`config.mk`:
```
export PLATFORM = sky130hd
export DESIGN_NAME = rr_stream_mux
export DESIGN_NICKNAME = d
export VERILOG_FILES = /design/src/rtl/rr_stream_mux.sv
export SDC_FILE = /design/constraint.sdc
export NUM_CORES = 1
export LEC_CHECK = 0
export ABC_CLOCK_PERIOD_IN_PS = 3010
export CORE_UTILIZATION = 46
export CTS_BUF_LIST = sky130_fd_sc_hd__clkbuf_8
export CTS_CLUSTER_DIAMETER = 120
export DETAILED_ROUTE_END_ITERATION = 12
export PLACE_DENSITY = 0.86
export SYNTH_ARGS = -nofsm -noshare
export SYNTH_HDL_FRONTEND = slang
export SYNTH_SLANG_ARGS = --single-unit
```
`constraint.sdc`:
```
create_clock -name Clk -period 3.01 [get_ports Clk]
set_clock_uncertainty 0.05 [all_clocks]
set_input_delay 0.4515 -clock Clk [delete_from_list [all_inputs] [get_ports Clk]]
set_output_delay 0.4515 -clock Clk [all_outputs]
set_load 0.005 [all_outputs]
```
`src/rtl/rr_stream_mux.sv`:
```
// rr_stream_mux: N_IN:1 valid/ready stream multiplexer with round-robin
// arbitration and a single registered output stage (1-cycle latency, full
// throughput).
// Optional feature macro: RR_MUX_PKT_LOCK_EN -- adds In_last/Out_last and
// holds the grant on one channel until that channel finishes its packet.
module rr_stream_mux #(
  parameter  int WIDTH = 8,
  parameter  int N_IN  = 4,
  localparam int SEL_W = (N_IN > 1) ? $clog2(N_IN) : 1
) (
  input  logic                  Clk,
  input  logic                  Rst_n,
  input  logic [N_IN*WIDTH-1:0] In_data,
  input  logic [N_IN-1:0]       In_valid,
  output logic [N_IN-1:0]       In_ready,
  output logic [WIDTH-1:0]      Out_data,
  output logic [SEL_W-1:0]      Out_sel,
  output logic                  Out_valid,
  input  logic                  Out_ready
`ifdef RR_MUX_PKT_LOCK_EN
  ,
  input  logic [N_IN-1:0]       In_last,
  output logic                  Out_last
`endif
);

  logic [SEL_W-1:0] ptr;
  logic             load;
  logic [N_IN-1:0]  grant;
  logic [SEL_W-1:0] grant_idx;
  logic [WIDTH-1:0] grant_data;
  logic             found;
  logic [SEL_W-1:0] next_ptr;
`ifdef RR_MUX_PKT_LOCK_EN
  logic             lock;
  logic [SEL_W-1:0] lock_ch;
  logic             grant_last;
`endif

  // Round-robin search starting at ptr; wraps at N_IN so non-power-of-two
  // channel counts never probe a nonexistent channel.
  always_comb begin
    int idx;
    grant      = '0;
    grant_idx  = '0;
    grant_data = '0;
    found      = 1'b0;
`ifdef RR_MUX_PKT_LOCK_EN
    grant_last = 1'b0;
`endif
    for (int k = 0; k < N_IN; k++) begin
      idx = int'(ptr) + k;
      if (idx >= N_IN) idx = idx - N_IN;
`ifdef RR_MUX_PKT_LOCK_EN
      if (!found && In_valid[idx] && (!lock || (idx == int'(lock_ch)))) begin
        grant_last = In_last[idx];
`else
      if (!found && In_valid[idx]) begin
`endif
        found      = 1'b1;
        grant[idx] = 1'b1;
        grant_idx  = SEL_W'(idx);
        grant_data = In_data[idx*WIDTH +: WIDTH];
      end
    end
  end

  assign load     = ~Out_valid | Out_ready;
  // Reset is folded in so no channel sees ready while the block is held in reset.
  assign In_ready = (load & Rst_n) ? grant : '0;
  assign next_ptr = (int'(grant_idx) == N_IN - 1) ? '0 : grant_idx + SEL_W'(1);

  // Output register, pointer and packet lock update on each accepted beat.
  always_ff @(posedge Clk or negedge Rst_n) begin
    if (!Rst_n) begin
      Out_valid <= 1'b0;
      Out_data  <= '0;
      Out_sel   <= '0;
      ptr       <= '0;
`ifdef RR_MUX_PKT_LOCK_EN
      Out_last  <= 1'b0;
      lock      <= 1'b0;
      lock_ch   <= '0;
`endif
    end else if (load) begin
      if (found) begin
        Out_valid <= 1'b1;
        Out_data  <= grant_data;
        Out_sel   <= grant_idx;
`ifdef RR_MUX_PKT_LOCK_EN
        Out_last  <= grant_last;
        if (grant_last) begin
          lock <= 1'b0;
          ptr  <= next_ptr;
        end else begin
          lock    <= 1'b1;
          lock_ch <= grant_idx;
        end
`else
        ptr       <= next_ptr;
`endif
      end else begin
        Out_valid <= 1'b0;
      end
    end
  end

endmodule

```
**The metal 1 layer**

The bar under the picture is 20 um long.
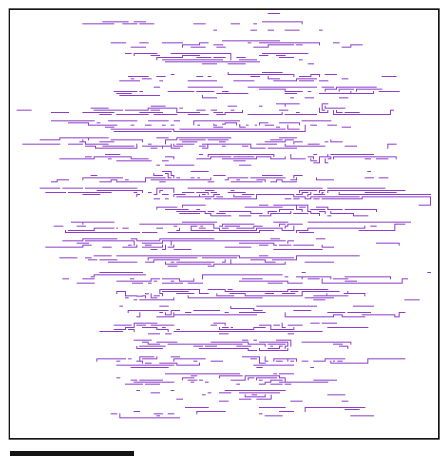
The layer holds 41% of the routed length. The wires run mostly horizontal.
met1 usage: 32.1%
vias after detailed routing: 1973

**The metal 2 layer**

The bar under the picture is 20 um long.
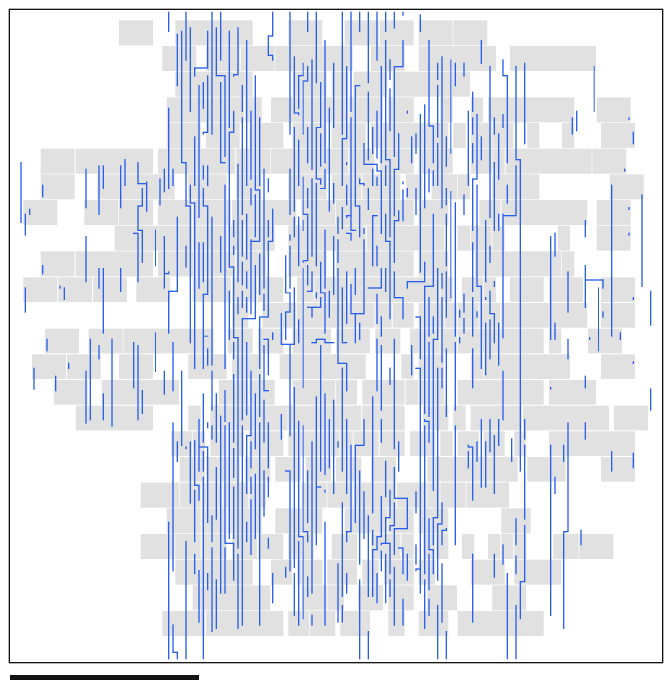
The layer carries 2700 um of wire. The layer holds 50% of the routed length.

**The metal 3 layer**

The bar under the picture is 20 um long.
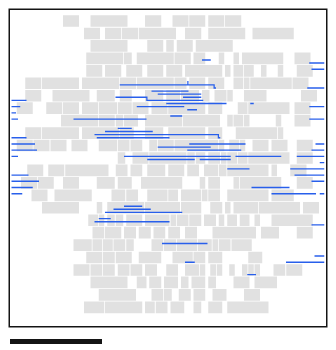
The layer holds 7.7% of the routed length. The longest straight run is 26.9 um. The wires run mostly horizontal. The layer carries 420 um of wire.

==> impl_metrics.py <==
# Metrics from the implementation run
metrics = {
    "routing": {
        "routedWlPerCell_um": 17.7,
        "wirelength_um": 5430,
        "drt_first_pass_iters": 4,
        "route.met3.wl_um": 419,
    },
    "setup_path": {
        "startpoint_type": "flip-flop",
        "crit_required_ns": 2.51,
        "worstSetupPathType": "reg2out",
        "r2r-start": "ptr[0]",
        "endpoint_kind": "output port",
    },
    "cts": {
        "clock_latency_ns": 0.25,
        "cts_resized": 4,
    },
    "sta": {
        "whs_ns": 0.464,
        "hold_viol_final": 0,
        "fin_ws_ns": 0.116,
    },
    "synthesis": {
        "logic_family": "multiplexers",
        "synthMuxAreaShare_pct": 41.4,
        "top_area_cell": "mux4_2",
        "synth_top_cell_by_count": "mux4_2",
        "synthSimpleGateAreaFrac_pct": 9.26,
        "ys_seq_share_pct": 15.7,
        "synthXorXnorAreaFrac_pct": 0,
        "area_leaders": "mux4_2 (28%), dfrtp_1 (16%), mux2i_1 (8.7%), ha_1 (4.2%), a211o_1 (3.4%)",
    },
    "finish": {
        "num_antenna_cells": 0,
        "syn_to_final_growth_pct": 34.8,
        "final_cell_mix": "clkdlybuf4s50_1 (48), mux4_2 (26), buf_4 (25)",
        "top_area_cell_class": "combinational gates",
    },
    "global_route": {
        "gr-usage-all-layers_pct": 23.1,
        "grt_pass1_wl_um": 8990,
        "use_met3_pct": 2.34,
    },
    "run_status": {
        "outcome": "finished clean",
    },
    "placement": {
        "dp.final_hpwl_um": 4140,
        "placement.io_buffers": 53,
    },
    "min_path": {
        "whs_endpoint": "Out_sel[1]",
        "hp-class": "reg2reg",
    },
    "pwr": {
        "p_leak_nw": 1.09,
    },
}
flip-flops by register name (all words and copies together), names as in the netlist:
name	flops
Out_sel	2
Out_data	8
ptr	2
Out_valid	1
worst max-delay path, stage by stage, from the launching register on:
cell	delay, ns
dfrtp_2	0.36
inv_1	0.08
ha_4	0.29
mux4_2	0.58
nor2_2	0.17
and2_4	0.20
a22oi_1	0.07
a21oi_1	0.15
dlygate4sd2_1	0.24
power by group:
| part | total (mW) | switching (mW) | internal (mW) |
|---|---|---|---|
| Sequential | 0.311 | 0.0449 | 0.266 |
| Clock | 0.153 | 0.0631 | 0.0901 |
| Combinational | 2.57 | 1.22 | 1.35 |
| Total | 3.04 | 1.33 | 1.70 |
No activity file was given, so power comes from the tool's default toggle rates.
